==> src/rtl/axi_core_master_if.sv <==
// axi_core_master_if: single-beat AXI4 master bus between core master and interconnect
interface axi_core_master_if #(
  parameter int ID_W   = 4,
  parameter int ADDR_W = 32,
  parameter int DATA_W = 32
);
  logic [ID_W-1:0]     ARID_M;
  logic [ADDR_W-1:0]   ARADDR_M;
  logic [3:0]          ARLEN_M;
  logic [2:0]          ARSIZE_M;
  logic [1:0]          ARBURST_M;
  logic                ARVALID_M;
  logic                ARREADY_M;
  logic [ID_W-1:0]     RID_M;
  logic [DATA_W-1:0]   RDATA_M;
  logic [1:0]          RRESP_M;
  logic                RLAST_M;
  logic                RVALID_M;
  logic                RREADY_M;
  logic [ID_W-1:0]     AWID_M;
  logic [ADDR_W-1:0]   AWADDR_M;
  logic [3:0]          AWLEN_M;
  logic [2:0]          AWSIZE_M;
  logic [1:0]          AWBURST_M;
  logic                AWVALID_M;
  logic                AWREADY_M;
  logic [DATA_W-1:0]   WDATA_M;
  logic [DATA_W/8-1:0] WSTRB_M;
  logic                WLAST_M;
  logic                WVALID_M;
  logic                WREADY_M;
  logic [ID_W-1:0]     BID_M;
  logic [1:0]          BRESP_M;
  logic                BVALID_M;
  logic                BREADY_M;
  modport master (
    output ARID_M, ARADDR_M, ARLEN_M, ARSIZE_M, ARBURST_M, ARVALID_M, RREADY_M,
           AWID_M, AWADDR_M, AWLEN_M, AWSIZE_M, AWBURST_M, AWVALID_M,
           WDATA_M, WSTRB_M, WLAST_M, WVALID_M, BREADY_M,
    input  ARREADY_M, RID_M, RDATA_M, RRESP_M, RLAST_M, RVALID_M,
           AWREADY_M, WREADY_M, BID_M, BRESP_M, BVALID_M
  );
  modport slave (
    input  ARID_M, ARADDR_M, ARLEN_M, ARSIZE_M, ARBURST_M, ARVALID_M, RREADY_M,
           AWID_M, AWADDR_M, AWLEN_M, AWSIZE_M, AWBURST_M, AWVALID_M,
           WDATA_M, WSTRB_M, WLAST_M, WVALID_M, BREADY_M,
    output ARREADY_M, RID_M, RDATA_M, RRESP_M, RLAST_M, RVALID_M,
           AWREADY_M, WREADY_M, BID_M, BRESP_M, BVALID_M
  );
endinterface

==> src/rtl/axi_core_master.sv <==
// axi_core_master: turns one core memory port into single-beat AXI4 read/write transactions
module axi_core_master #(
  parameter int ID_W      = 4,
  parameter int ADDR_W    = 32,
  parameter int DATA_W    = 32,
  parameter int MASTER_ID = 0
) (
  input  logic                ACLK,
  input  logic                ARESET,
  input  logic                core_req,
  input  logic                core_we,
  input  logic [ADDR_W-1:0]   core_addr,
  input  logic [DATA_W-1:0]   core_wdata,
  input  logic [DATA_W/8-1:0] core_wstrb,
  output logic [DATA_W-1:0]   core_rdata,
  output logic                core_done,
  output logic                core_err,
  output logic                core_busy,
  axi_core_master_if.master   m
);
  typedef enum logic [2:0] {IDLE, RADDR, RDATA, WADDR_DATA, WRESP} state_t;
  state_t state_q, state_d;
  logic [ADDR_W-1:0]   addr_q;
  logic [DATA_W-1:0]   wdata_q, rdata_q;
  logic [DATA_W/8-1:0] wstrb_q;
  logic                we_q, aw_done_q, w_done_q, done_q, err_q;
  logic                aw_hs, w_hs, rd_fin, wr_fin;
  logic                unused_ok;
  assign unused_ok = ^{m.RID_M, m.RLAST_M, m.BID_M, we_q};
  assign m.ARID_M    = ID_W'(MASTER_ID);
  assign m.AWID_M    = ID_W'(MASTER_ID);
  assign m.ARADDR_M  = addr_q;
  assign m.AWADDR_M  = addr_q;
  assign m.ARLEN_M   = 4'd0;
  assign m.AWLEN_M   = 4'd0;
  assign m.ARSIZE_M  = 3'b010;
  assign m.AWSIZE_M  = 3'b010;
  assign m.ARBURST_M = 2'b01;
  assign m.AWBURST_M = 2'b01;
  assign m.WDATA_M   = wdata_q;
  assign m.WSTRB_M   = wstrb_q;
  assign m.WLAST_M   = 1'b1;
  assign core_rdata  = rdata_q;
  assign core_done   = done_q;
  assign core_err    = err_q;
  assign core_busy   = state_q != IDLE;
  assign aw_hs  = m.AWVALID_M & m.AWREADY_M;
  assign w_hs   = m.WVALID_M & m.WREADY_M;
  assign rd_fin = (state_q == RDATA) & m.RVALID_M;
  assign wr_fin = (state_q == WRESP) & m.BVALID_M;
  // state register
  always_ff @(posedge ACLK) state_q <= ARESET ? IDLE : state_d;
  // next state and channel handshake outputs; each write VALID drops after its own handshake
  always_comb begin
    state_d     = state_q;
    m.ARVALID_M = state_q == RADDR;
    m.RREADY_M  = state_q == RDATA;
    m.AWVALID_M = (state_q == WADDR_DATA) & ~aw_done_q;
    m.WVALID_M  = (state_q == WADDR_DATA) & ~w_done_q;
    m.BREADY_M  = state_q == WRESP;
    case (state_q)
      IDLE:       state_d = core_req ? (core_we ? WADDR_DATA : RADDR) : IDLE;
      RADDR:      state_d = m.ARREADY_M ? RDATA : RADDR;
      RDATA:      state_d = m.RVALID_M ? IDLE : RDATA;
      WADDR_DATA: state_d = ((aw_done_q | aw_hs) & (w_done_q | w_hs)) ? WRESP : WADDR_DATA;
      WRESP:      state_d = m.BVALID_M ? IDLE : WRESP;
      default:    state_d = IDLE;
    endcase
  end
  // request capture, write-handshake flags and completion/result registers
  always_ff @(posedge ACLK) begin
    if (ARESET) begin
      addr_q    <= '0;
      wdata_q   <= '0;
      wstrb_q   <= '0;
      we_q      <= 1'b0;
      aw_done_q <= 1'b0;
      w_done_q  <= 1'b0;
      done_q    <= 1'b0;
      err_q     <= 1'b0;
      rdata_q   <= '0;
    end else begin
      if (state_q == IDLE && core_req) begin
        addr_q  <= core_addr;
        wdata_q <= core_wdata;
        wstrb_q <= core_wstrb;
        we_q    <= core_we;
      end
      aw_done_q <= (state_q == WADDR_DATA) & (state_d == WADDR_DATA) & (aw_done_q | aw_hs);
      w_done_q  <= (state_q == WADDR_DATA) & (state_d == WADDR_DATA) & (w_done_q | w_hs);
      done_q    <= rd_fin | wr_fin;
      if (rd_fin) begin
        rdata_q <= m.RDATA_M;
        err_q   <= m.RRESP_M != 2'b00;
      end
      if (wr_fin) err_q <= m.BRESP_M != 2'b00;
    end
  end
endmodule

==> src/flat_wrapper.sv <==
// flat-port wrapper written by rule: the top's interface ports become plain ports
module axi_core_master_flat 
#(
  parameter int ID_W      = 4,
  parameter int ADDR_W    = 32,
  parameter int DATA_W    = 32,
  parameter int MASTER_ID = 0
)
  (ACLK, ARESET, core_req, core_we, core_addr, core_wdata, core_wstrb, core_rdata, core_done, core_err, core_busy, m_ARID_M, m_ARADDR_M, m_ARLEN_M, m_ARSIZE_M, m_ARBURST_M, m_ARVALID_M, m_RREADY_M, m_AWID_M, m_AWADDR_M, m_AWLEN_M, m_AWSIZE_M, m_AWBURST_M, m_AWVALID_M, m_WDATA_M, m_WSTRB_M, m_WLAST_M, m_WVALID_M, m_BREADY_M, m_ARREADY_M, m_RID_M, m_RDATA_M, m_RRESP_M, m_RLAST_M, m_RVALID_M, m_AWREADY_M, m_WREADY_M, m_BID_M, m_BRESP_M, m_BVALID_M);
  axi_core_master_if #(.ID_W(ID_W), .ADDR_W(ADDR_W), .DATA_W(DATA_W)) m_i ();
  input  logic ACLK;
  input  logic ARESET;
  input  logic core_req;
  input  logic core_we;
  input  logic [ADDR_W-1:0] core_addr;
  input  logic [DATA_W-1:0] core_wdata;
  input  logic [DATA_W/8-1:0] core_wstrb;
  output logic [DATA_W-1:0] core_rdata;
  output logic core_done;
  output logic core_err;
  output logic core_busy;
  output wire logic [$bits(m_i.ARID_M)-1:0] m_ARID_M;
  output wire logic [$bits(m_i.ARADDR_M)-1:0] m_ARADDR_M;
  output wire logic [$bits(m_i.ARLEN_M)-1:0] m_ARLEN_M;
  output wire logic [$bits(m_i.ARSIZE_M)-1:0] m_ARSIZE_M;
  output wire logic [$bits(m_i.ARBURST_M)-1:0] m_ARBURST_M;
  output wire logic [$bits(m_i.ARVALID_M)-1:0] m_ARVALID_M;
  output wire logic [$bits(m_i.RREADY_M)-1:0] m_RREADY_M;
  output wire logic [$bits(m_i.AWID_M)-1:0] m_AWID_M;
  output wire logic [$bits(m_i.AWADDR_M)-1:0] m_AWADDR_M;
  output wire logic [$bits(m_i.AWLEN_M)-1:0] m_AWLEN_M;
  output wire logic [$bits(m_i.AWSIZE_M)-1:0] m_AWSIZE_M;
  output wire logic [$bits(m_i.AWBURST_M)-1:0] m_AWBURST_M;
  output wire logic [$bits(m_i.AWVALID_M)-1:0] m_AWVALID_M;
  output wire logic [$bits(m_i.WDATA_M)-1:0] m_WDATA_M;
  output wire logic [$bits(m_i.WSTRB_M)-1:0] m_WSTRB_M;
  output wire logic [$bits(m_i.WLAST_M)-1:0] m_WLAST_M;
  output wire logic [$bits(m_i.WVALID_M)-1:0] m_WVALID_M;
  output wire logic [$bits(m_i.BREADY_M)-1:0] m_BREADY_M;
  input wire logic [$bits(m_i.ARREADY_M)-1:0] m_ARREADY_M;
  input wire logic [$bits(m_i.RID_M)-1:0] m_RID_M;
  input wire logic [$bits(m_i.RDATA_M)-1:0] m_RDATA_M;
  input wire logic [$bits(m_i.RRESP_M)-1:0] m_RRESP_M;
  input wire logic [$bits(m_i.RLAST_M)-1:0] m_RLAST_M;
  input wire logic [$bits(m_i.RVALID_M)-1:0] m_RVALID_M;
  input wire logic [$bits(m_i.AWREADY_M)-1:0] m_AWREADY_M;
  input wire logic [$bits(m_i.WREADY_M)-1:0] m_WREADY_M;
  input wire logic [$bits(m_i.BID_M)-1:0] m_BID_M;
  input wire logic [$bits(m_i.BRESP_M)-1:0] m_BRESP_M;
  input wire logic [$bits(m_i.BVALID_M)-1:0] m_BVALID_M;
  assign m_ARID_M = m_i.ARID_M;
  assign m_ARADDR_M = m_i.ARADDR_M;
  assign m_ARLEN_M = m_i.ARLEN_M;
  assign m_ARSIZE_M = m_i.ARSIZE_M;
  assign m_ARBURST_M = m_i.ARBURST_M;
  assign m_ARVALID_M = m_i.ARVALID_M;
  assign m_RREADY_M = m_i.RREADY_M;
  assign m_AWID_M = m_i.AWID_M;
  assign m_AWADDR_M = m_i.AWADDR_M;
  assign m_AWLEN_M = m_i.AWLEN_M;
  assign m_AWSIZE_M = m_i.AWSIZE_M;
  assign m_AWBURST_M = m_i.AWBURST_M;
  assign m_AWVALID_M = m_i.AWVALID_M;
  assign m_WDATA_M = m_i.WDATA_M;
  assign m_WSTRB_M = m_i.WSTRB_M;
  assign m_WLAST_M = m_i.WLAST_M;
  assign m_WVALID_M = m_i.WVALID_M;
  assign m_BREADY_M = m_i.BREADY_M;
  assign m_i.ARREADY_M = m_ARREADY_M;
  assign m_i.RID_M = m_RID_M;
  assign m_i.RDATA_M = m_RDATA_M;
  assign m_i.RRESP_M = m_RRESP_M;
  assign m_i.RLAST_M = m_RLAST_M;
  assign m_i.RVALID_M = m_RVALID_M;
  assign m_i.AWREADY_M = m_AWREADY_M;
  assign m_i.WREADY_M = m_WREADY_M;
  assign m_i.BID_M = m_BID_M;
  assign m_i.BRESP_M = m_BRESP_M;
  assign m_i.BVALID_M = m_BVALID_M;
  axi_core_master #(.ID_W(ID_W), .ADDR_W(ADDR_W), .DATA_W(DATA_W), .MASTER_ID(MASTER_ID)) u_core (.ACLK(ACLK), .ARESET(ARESET), .core_req(core_req), .core_we(core_we), .core_addr(core_addr), .core_wdata(core_wdata), .core_wstrb(core_wstrb), .core_rdata(core_rdata), .core_done(core_done), .core_err(core_err), .core_busy(core_busy), .m(m_i));
endmodule
==> config.mk <==
export PLATFORM = sky130hd
export DESIGN_NAME = axi_core_master_flat
export DESIGN_NICKNAME = d
export VERILOG_FILES = /design/src/rtl/axi_core_master_if.sv /design/src/rtl/axi_core_master.sv /design/src/flat_wrapper.sv
export SDC_FILE = /design/constraint.sdc
export NUM_CORES = 1
export LEC_CHECK = 0
export CORE_ASPECT_RATIO = 0.8
export CORE_MARGIN = 4
export CORE_UTILIZATION = 36
export CTS_CLUSTER_SIZE = 16
export DETAILED_ROUTE_END_ITERATION = 10
export PLACE_DENSITY = 0.81
export SLEW_MARGIN = 20
export SYNTH_ARGS = -nofsm -noshare
export SYNTH_HDL_FRONTEND = slang
export SYNTH_SLANG_ARGS = --single-unit
export TNS_END_PERCENT = 10
==> constraint.sdc <==
create_clock -name ACLK -period 1.98 [get_ports ACLK]
set_input_delay 0.198 -clock ACLK [delete_from_list [all_inputs] [get_ports ACLK]]
set_output_delay 0.198 -clock ACLK [all_outputs]
set_load 0.01 [all_outputs]
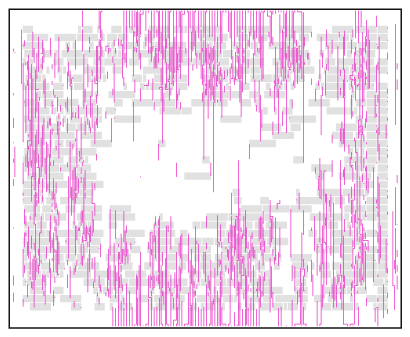
**Above:** metal 2.
Scale: 3 px per µm. Cells faint in the background.
share of all routed wire	50%
wire length on this layer	6550 µm
total wire length: 13200 µm
Global Route met2 Usage: 31.4%

==> report_table.html <==
<!-- implementation run metrics -->
<table>
<tr><th>Metric</th><th>Value</th></tr>
<tr><th colspan="2">Run status</th></tr>
<tr><td>Result of the run</td><td>finished, final reports clean</td></tr>
<tr><th colspan="2">Final timing</th></tr>
<tr><td>Worst slew pin tran</td><td>568 ps</td></tr>
<tr><td>Number of max-slew violations in the final report</td><td>0</td></tr>
<tr><td>Post-Route Hold Slack</td><td>338 ps</td></tr>
<tr><td>RSZ-0062 raised after global routing</td><td>false</td></tr>
<tr><td>Final critical path time including I/O delays and setup</td><td>1890 ps</td></tr>
<tr><td>Ratio of final minimum period to clock period</td><td>95.6%</td></tr>
<tr><td>Skew final</td><td>6.48 ps</td></tr>
<tr><td>Worst path setup slack after routing</td><td>87.5 ps</td></tr>
<tr><td>FMAX</td><td>528 MHz</td></tr>
<tr><td>Final number of setup-violating endpoints</td><td>0</td></tr>
<tr><td>Final hold violation count</td><td>0</td></tr>
<tr><td>Worst slew margin</td><td>61.9%</td></tr>
<tr><td>Final TNS setup</td><td>0 ps</td></tr>
<tr><th colspan="2">Worst setup path</th></tr>
<tr><td>FF-to-FF End</td><td>u_core.m.ARADDR_M[11]</td></tr>
<tr><td>Crit-path max FO</td><td>5</td></tr>
<tr><td>List of cells traversed by the critical path</td><td>buf_4, or3_1, clkdlybuf4s50_1</td></tr>
<tr><td>CP peak stage delay</td><td>490 ps</td></tr>
<tr><td>Cell with the largest stage delay on the worst path</td><td>clkdlybuf4s50_1</td></tr>
<tr><td>Worst setup path class</td><td>reg2out</td></tr>
<tr><td>Worst Path Buf+Inv</td><td>2</td></tr>
<tr><td>Data required, critical path</td><td>1780 ps</td></tr>
<tr><td>Endpoint arrival time on the critical path</td><td>1690 ps</td></tr>
<tr><td>Crit path launch type</td><td>register</td></tr>
<tr><td>R2R setup slack</td><td>230 ps</td></tr>
<tr><td>Beginning of the worst register-to-register path</td><td>u_core.state_q[1]</td></tr>
<tr><td>Dominant delay contributor by cell family on the critical path</td><td>buffers and inverters</td></tr>
<tr><td>Cells on worst reg2reg path</td><td>5</td></tr>
<tr><td>Kind of capture point of the worst setup path</td><td>output pin</td></tr>
<tr><th colspan="2">Synthesis</th></tr>
<tr><td>Yosys top cell by instances</td><td>nand2_1</td></tr>
<tr><td>FA/HA/MAJ Cells, Area Fraction</td><td>0%</td></tr>
<tr><td>Area fraction in compound gates</td><td>13.2%</td></tr>
<tr><td>Biggest combinational cell group after synthesis</td><td>simple AND/OR/NAND/NOR gates</td></tr>
<tr><td>Number of flops mapped to enable cells by yosys</td><td>0</td></tr>
<tr><td>Post-synthesis area per instance</td><td>7.91 µm²</td></tr>
<tr><td>Simple share</td><td>22.3%</td></tr>
<tr><td>Mapped Cells</td><td>543</td></tr>
<tr><td>Main area contributors after synthesis</td><td>dfxtp_1 50%, nand2_1 18%, a21oi_1 12%</td></tr>
<tr><td>Area fraction in mux cells</td><td>0%</td></tr>
<tr><td>Number of cells in Yosys stat</td><td>543</td></tr>
<tr><td>Dominant register cell</td><td>dfxtp_1</td></tr>
<tr><td>Distinct cell type count of the synthesized netlist</td><td>30</td></tr>
<tr><td>Top cells by count</td><td>201 x nand2_1, 107 x dfxtp_1, 101 x a21oi_1, 59 x buf_4, 21 x clkbuf_1</td></tr>
<tr><td>Area fraction of the dominant cell type after synthesis</td><td>49.9%</td></tr>
<tr><td>Share of async-settable or async-resettable flops after synthesis</td><td>0%</td></tr>
<tr><td>Registers, synthesis</td><td>107</td></tr>
<tr><td>Area fraction in xor and xnor cells</td><td>0%</td></tr>
<tr><td>Share of the yosys chip area belonging to registers</td><td>49.9%</td></tr>
<tr><td>Biggest area consumer among synthesized cells</td><td>dfxtp_1</td></tr>
<tr><td>Area of the mapped netlist</td><td>4300 µm²</td></tr>
<tr><td>Post-synthesis chip area from yosys</td><td>4300 µm²</td></tr>
<tr><td>Synth warn</td><td>0</td></tr>
<tr><th colspan="2">Global route</th></tr>
<tr><td>Most used routing layer in global routing</td><td>met2</td></tr>
<tr><td>Number of global-route vias before repair</td><td>4104</td></tr>
<tr><td>Global-route wire length before repair</td><td>20100 µm</td></tr>
<tr><td>Overall Global Routing Usage</td><td>18.3%</td></tr>
<tr><td>Maximum number of pins on one net before global-route repair</td><td>70</td></tr>
<tr><td>Met3 Track Usage GR</td><td>8.21%</td></tr>
<tr><td>Met1 layer usage reported by global route</td><td>19.8%</td></tr>
<tr><td>Sum of overflow across all layers after global routing</td><td>0</td></tr>
<tr><td>Antenna violations before repair</td><td>0</td></tr>
<tr><th colspan="2">Placed design</th></tr>
<tr><td>Number of placed instances with taps included</td><td>883</td></tr>
<tr><td>Worst slack after detailed placement</td><td>26.2 ps</td></tr>
<tr><td>Weighted congestion at the end of routability-driven global placement</td><td>0.829</td></tr>
<tr><td>HPWL Detailed</td><td>9850 µm</td></tr>
<tr><td>Total placed instance area</td><td>6610 µm²</td></tr>
<tr><th colspan="2">Clocking</th></tr>
<tr><td>Hold buffers post-CTS</td><td>0</td></tr>
<tr><td>Clk ins delay skew pair</td><td>340 ps</td></tr>
<tr><td>Number of buffers between clock root and the deepest sink</td><td>2</td></tr>
<tr><td>CTS root buf</td><td>clkbuf_16</td></tr>
<tr><td>Number of buffers created by CTS</td><td>9</td></tr>
<tr><td>CTS clk-pin slew, worst paths</td><td>70 ps</td></tr>
<tr><td>Post-CTS Setup Bufs</td><td>0</td></tr>
<tr><td>PostCTS Resize Cnt</td><td>2</td></tr>
<tr><td>Clk sinks</td><td>107</td></tr>
<tr><td>CTS tree</td><td>yes</td></tr>
<tr><td>Max H-tree Level</td><td>3</td></tr>
<tr><th colspan="2">Pwr</th></tr>
<tr><td>Total power density per cell area</td><td>765 nW/µm²</td></tr>
<tr><td>Worst vdd rail ir drop</td><td>502 µV</td></tr>
<tr><td>Combinational share of power</td><td>22.9%</td></tr>
<tr><td>Share of total power in sequential cells</td><td>45.3%</td></tr>
<tr><td>Net switching power</td><td>0.00141 W</td></tr>
<tr><td>Clock share of power</td><td>31.8%</td></tr>
<tr><td>Leakage power</td><td>2.56 nW</td></tr>
<tr><td>Internal power summed over all cells</td><td>0.00387 W</td></tr>
<tr><td>Total power after layout</td><td>0.00528 W</td></tr>
<tr><td>Power dissipated in the clock network</td><td>0.00168 W</td></tr>
<tr><td>Dominant power group</td><td>sequential cells</td></tr>
<tr><td>Combinational group power</td><td>0.00121 W</td></tr>
<tr><td>Net switching fraction of the power</td><td>26.8%</td></tr>
<tr><td>Seq power</td><td>0.00239 W</td></tr>
<tr><th colspan="2">Die</th></tr>
<tr><td>Initial core utilization</td><td>37.0%</td></tr>
<tr><td>Core area</td><td>11600 µm²</td></tr>
<tr><td>Total die size</td><td>13800 µm²</td></tr>
<tr><td>Core Rows</td><td>35</td></tr>
<tr><td>Top Ports</td><td>289</td></tr>
<tr><th colspan="2">Drt</th></tr>
<tr><td>Post-DR wirelength/cell</td><td>14.6 µm</td></tr>
<tr><td>ANT nets after route</td><td>0</td></tr>
<tr><td>Met3 layer wire length in the routed design</td><td>1400 µm</td></tr>
<tr><td>Uppermost signal routing layer after detailed routing</td><td>met4</td></tr>
<tr><td>First-pass DRT Iterations</td><td>5</td></tr>
<tr><td>Mean number of vias per cell</td><td>4.63</td></tr>
<tr><td>Post-route DRC</td><td>0</td></tr>
<tr><td>M1 wire length</td><td>4950 µm</td></tr>
<tr><td>DR WL met2</td><td>6550 µm</td></tr>
<tr><td>Violation count after the first detailed-routing iteration</td><td>127</td></tr>
<tr><td>Via count of the routed design</td><td>4165</td></tr>
<tr><th colspan="2">Job</th></tr>
<tr><td>Maximum Capacitance Violations</td><td>0</td></tr>
<tr><td>Count of warning messages emitted by the tools</td><td>35</td></tr>
<tr><th colspan="2">Layout</th></tr>
<tr><td>Fraction of final layout cells with drive strength greater than 1</td><td>4.26%</td></tr>
<tr><td>Utilization of the core after routing</td><td>59.5%</td></tr>
<tr><td>Count of inserted antenna diode cells</td><td>0</td></tr>
<tr><td>Non-filler instance count after layout</td><td>899</td></tr>
<tr><td>Most instantiated logic cells after routing</td><td>249 x clkdlybuf4s50_1, 201 x nand2_1, 105 x dfxtp_1</td></tr>
<tr><td>Post-layout instance area</td><td>6900 µm²</td></tr>
<tr><td>Most common cell after layout, fill and taps aside</td><td>clkdlybuf4s50_1</td></tr>
<tr><td>NumNets Final</td><td>868</td></tr>
<tr><td>Signed area change from the synthesized netlist to the final layout</td><td>60.6%</td></tr>
<tr><th colspan="2">Min path</th></tr>
<tr><td>Number of cells on the worst hold path</td><td>2</td></tr>
<tr><td>Hold path start</td><td>ARESET</td></tr>
<tr><td>Capture endpoint of the worst hold path</td><td>u_core.m.ARADDR_M[4]</td></tr>
<tr><td>Type of the tightest min-delay check</td><td>in2reg</td></tr>
</table>
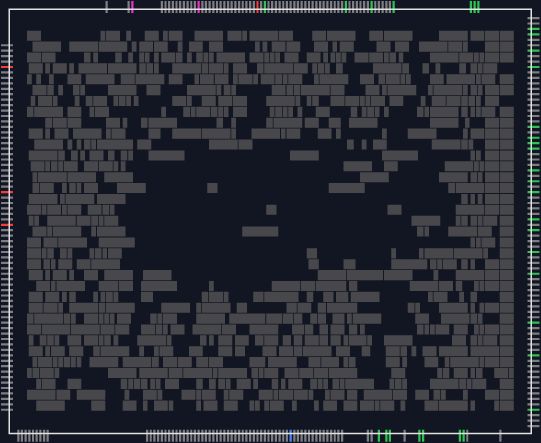
**Above:** pin placement.
Scale: 4 px per µm. Pins as bars across the die edge, other pins in grey.
port	colour	pins	direction	edge
m_AWBURST_M	magenta	2	output	north
m_ARREADY_M	blue	1	input	south
m_AWADDR_M	green	32	output	18 east, 7 north, 7 south
core_wstrb	red	4	input	3 west, 1 north
all pins by edge	76 east, 75 south, 70 north, 68 west
Die Height: 106 µm
width of the die: 130 µm
quantity of I/O buffers inserted on ports: 252

-- worst max path at each step --
stage	startpoint	endpoint	depth (start not counted)
final	u_core.state_q[2]	core_busy	3
after detailed placement	core_req	u_core.m.ARADDR_M[11]	5
after global routing	u_core.state_q[2]	m_ARVALID_M	4
after global placement	core_req	u_core.m.ARADDR_M[20]	5
after CTS	u_core.state_q[2]	m_WVALID_M	4
after floorplan	u_core.state_q[2]	u_core.m.WDATA_M[11]	6
-- area by class of cell --
type	instances	area, µm²
repair buffers	263	2650
fillers	954	4700
flip-flops and latches	107	2140
clock inverters	4	35.0
clock buffers	12	246
well taps	148	185
multi-input cells	365	1650
No activity file was given, so power comes from the tool's default toggle rates.
